Fig. 1: routed metal, one colour a layer
Scale bar: 20 um. Two of the layers only.
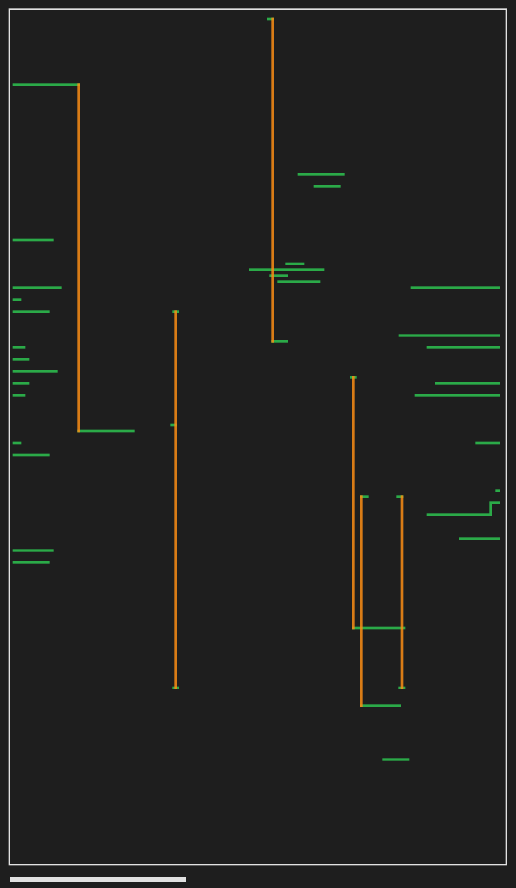
Fig. 2: signal metal coverage by tile
The die is cut into 11 by 19 equal tiles; white is low, dark blue is high, scaled to the fullest tile. Values are wire area over tile area, all layers added.
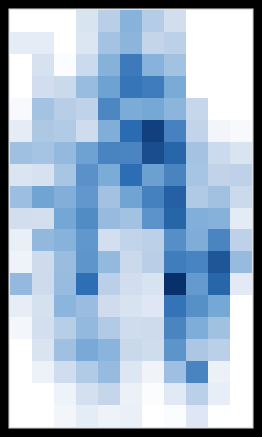
Fig. 3: signal wires on met1
Scale bar: 20 um.
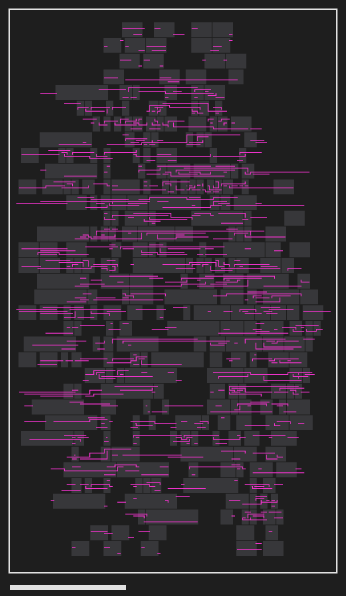
===== src/rtl/reg_write_arbiter.sv =====
// reg_write_arbiter: round-robin arbiter that owns the en/d port of one shared register,
// performing a one-cycle write for the winning requester and then pulsing its ack.
module reg_write_arbiter #(
    parameter int NREQ  = 4,
    parameter int WIDTH = 7,
    parameter int IDW   = 2
) (
    input  logic                  clk,
    input  logic                  reset,
    input  logic [NREQ-1:0]       req,
    input  logic [NREQ*WIDTH-1:0] wdata,
    output logic [NREQ-1:0]       gnt,
    output logic [NREQ-1:0]       ack,
    output logic                  reg_en,
    output logic [WIDTH-1:0]      reg_d,
    output logic                  busy,
    output logic [IDW-1:0]        last_id
);
    if (NREQ < 2 || NREQ > 8) begin : g_bad_nreq
        $error("reg_write_arbiter: NREQ must be in 2..8");
    end
    if ((1 << IDW) < NREQ) begin : g_bad_idw
        $error("reg_write_arbiter: IDW too narrow for NREQ");
    end
    typedef enum logic [1:0] {IDLE, WRITE, DONE} state_t;
    state_t state, state_n;
    logic [IDW-1:0] ptr, ptr_n, id, id_n, last_n, win, idx;
    logic [NREQ-1:0] gnt_n, ack_n;
    logic [WIDTH-1:0] d_n;
    logic [WIDTH-1:0] wd [NREQ];
    logic en_n, busy_n, found;
    always_comb begin
        for (int i = 0; i < NREQ; i++) wd[i] = wdata[i*WIDTH +: WIDTH];
    end
    // first set request at or after ptr, wrapping modulo NREQ
    always_comb begin
        win   = '0;
        idx   = '0;
        found = 1'b0;
        for (int k = 0; k < NREQ; k++) begin
            idx = IDW'((int'(ptr) + k) % NREQ);
            if (!found && req[idx]) begin
                found = 1'b1;
                win   = idx;
            end
        end
    end
    always_comb begin
        state_n = state;
        gnt_n   = gnt;
        ack_n   = ack;
        en_n    = 1'b0;
        d_n     = reg_d;
        busy_n  = busy;
        last_n  = last_id;
        ptr_n   = ptr;
        id_n    = id;
        case (state)
            IDLE: if (found) begin
                state_n = WRITE;
                id_n    = win;
                gnt_n   = NREQ'(1) << win;
                en_n    = 1'b1;
                d_n     = wd[win];
                busy_n  = 1'b1;
            end
            WRITE: begin
                state_n = DONE;
                ack_n   = gnt;
                last_n  = id;
            end
            default: begin
                state_n = IDLE;
                ack_n   = '0;
                gnt_n   = '0;
                busy_n  = 1'b0;
                ptr_n   = (id == IDW'(NREQ - 1)) ? '0 : id + 1'b1;
            end
        endcase
    end
    always_ff @(posedge clk or negedge reset) begin
        if (!reset) begin
            state   <= IDLE;
            gnt     <= '0;
            ack     <= '0;
            reg_en  <= 1'b0;
            reg_d   <= '0;
            busy    <= 1'b0;
            last_id <= '0;
            ptr     <= '0;
            id      <= '0;
        end else begin
            state   <= state_n;
            gnt     <= gnt_n;
            ack     <= ack_n;
            reg_en  <= en_n;
            reg_d   <= d_n;
            busy    <= busy_n;
            last_id <= last_n;
            ptr     <= ptr_n;
            id      <= id_n;
        end
    end
endmodule


===== config.mk =====
export PLATFORM = sky130hd
export DESIGN_NAME = reg_write_arbiter
export DESIGN_NICKNAME = d
export VERILOG_FILES = /design/src/rtl/reg_write_arbiter.sv
export SDC_FILE = /design/constraint.sdc
export NUM_CORES = 1
export LEC_CHECK = 0
export ABC_AREA = 1
export CAP_MARGIN = 30
export CORE_ASPECT_RATIO = 1.75
export CORE_UTILIZATION = 30
export CTS_CLUSTER_SIZE = 14
export DETAILED_ROUTE_END_ITERATION = 6
export PLACE_DENSITY = 0.61
export SETUP_SLACK_MARGIN = 0.4
export SYNTH_ARGS = -nofsm -noshare
export SYNTH_HDL_FRONTEND = slang
export SYNTH_SLANG_ARGS = --single-unit

===== constraint.sdc =====
create_clock -name clk -period 1.8 [get_ports clk]
set_input_delay 0.18 -clock clk [delete_from_list [all_inputs] [get_ports clk]]
set_output_delay 0.18 -clock clk [all_outputs]
set_load 0.02 [all_outputs]

==> results.toml <==
# yosys + openroad results
[status]
outcome = "finished with violations"
violations = "negative setup slack"

[final_layout]
mostFrequentLayoutCell = "sky130_fd_sc_hd__nand2_1"
instances_no_fill = 356
reg_top3 = "reg_d: 7 flops, ack: 4 flops, gnt: 4 flops"
number_of_sequential_cells = 25
area_share_clock_buf_inv_pct = 1.91
final.signal_inverter_count = 22
n_fill_cell = 500
area_growth_pct = 64.5
seq_area_share_pct = 24.5
seq_area_sq_um = 627
multiInputCombCellCount = 174
sh_comb_area_pct = 38.7
finish.instance_area_sq_um = 2560

[critical_path]
critPathTopFamily = "simple AND/OR/NAND/NOR gates"
crit-reg2reg-capture = "reg_d[1]$_DFFE_PN0P_"
critical-path-slowest-cell = "sky130_fd_sc_hd__dfrtp_2"
timing.critical_path.arrival_ps = 2030
critical_path.n_buffers_inverters = 2
max_stage_delay_ps = 450
cp-start-kind = "flop"
timing.critical_path.from = "ptr[0]$_DFFE_PN0N_"
reg2reg_from = "ptr[0]$_DFFE_PN0N_"

[clocking]
cts_resized = 45
cts_tree = "yes"
cts-buffers-inserted = 3
maximum_buffer_depth_of_the_clock_tree = 2
post-cts-setup-buffer-count = 9
clock_latency_ps = 270
clk_root_buffer_cell = "sky130_fd_sc_hd__clkbuf_8"
cts_htree_levels = 1
clkSlewWorstSetupHoldPaths_ps = 90

[place]
dp.final_hpwl_mm = 3.24
routabilityCongestion = 0.900
postPlaceCellArea_sq_um = 2240
portBuffers = 52
placedCellCount = 339

[power]
power_report.internal_total_mw = 2.66
p_clk_share_pct = 6.1
p_seq_mw = 0.962
power_dissipated_by_switching_net_loads_mw = 2.91

[yosys]
aoi_share_pct = 5.47
ys_sh_simple_pct = 44.1
numSynthFlops = 25
postSynthNetCount = 260
synth.top_cell.area_share_pct = 40.2
avgSynthCellArea_sq_um = 6.91
flop_cell = "sky130_fd_sc_hd__dfrtp_1"
synth-xor-area-share_pct = 0
seq_area_frac_synth_pct = 40.2
netlist_top_cells_count = "sky130_fd_sc_hd__nand2_1, sky130_fd_sc_hd__dfrtp_1, sky130_fd_sc_hd__nand3_1"
top_logic_kind = "simple AND/OR/NAND/NOR gates"
postSynth.asyncResetShare_pct = 100

[global_route]
grt_antenna_before_repair = 0
grt_most_used_layer = "met2"
grt_remaining_overflow = 0
pin_count_of_the_biggest_net_entering_global_routing = 26

[detailed_routing]
drc_violations = 0
first_iter_violations = 36
drtAntennaViolNets = 0
met1Wirelength_mm = 1.83
vias_per_cell = 4.88

[job]
max-cap-violations = 0

[die]
floorplan.initialDensity_pct = 31.2
die_h_um = 97.2
coreArea_sq_um = 4980
chipWidth_um = 56.4

[timing]
fin_crit_sh_pct = 100
timing.clock.skew_ps = 2.32
worst_slack_ps = -8.77
setup_viol_count_final = 4
max_freq_mhz = 553
hold_ws_ps = 271
final-hold-violation-count = 0
rsz0062_at_grt = "yes"

[min_path]
hold_path_class = "primary input to async pin"
Notes on Fig. 1 above:
[orange] M4 | wire length: 193 um
[green] M3 | wire length: 155 um
wire per inst: 13.9 um
final wirelength: 4.96 mm
overall routing resource usage: 18.2%
count of vias placed by the detailed router: 1736

Notes on Fig. 2 above:
emptiest ninth of the die: north-east
tiles over half the peak: 21%
mean over tiles: 0.14
fullest tile: 0.46
nearly empty tiles: 17%

Notes on Fig. 3 above:
nets with wire on the layer: 297
wire length on this layer: 1830 um
longest straight run: 29.0 um
share of all routed wire: 37%
global routing met1 resource utilization: 19.9%

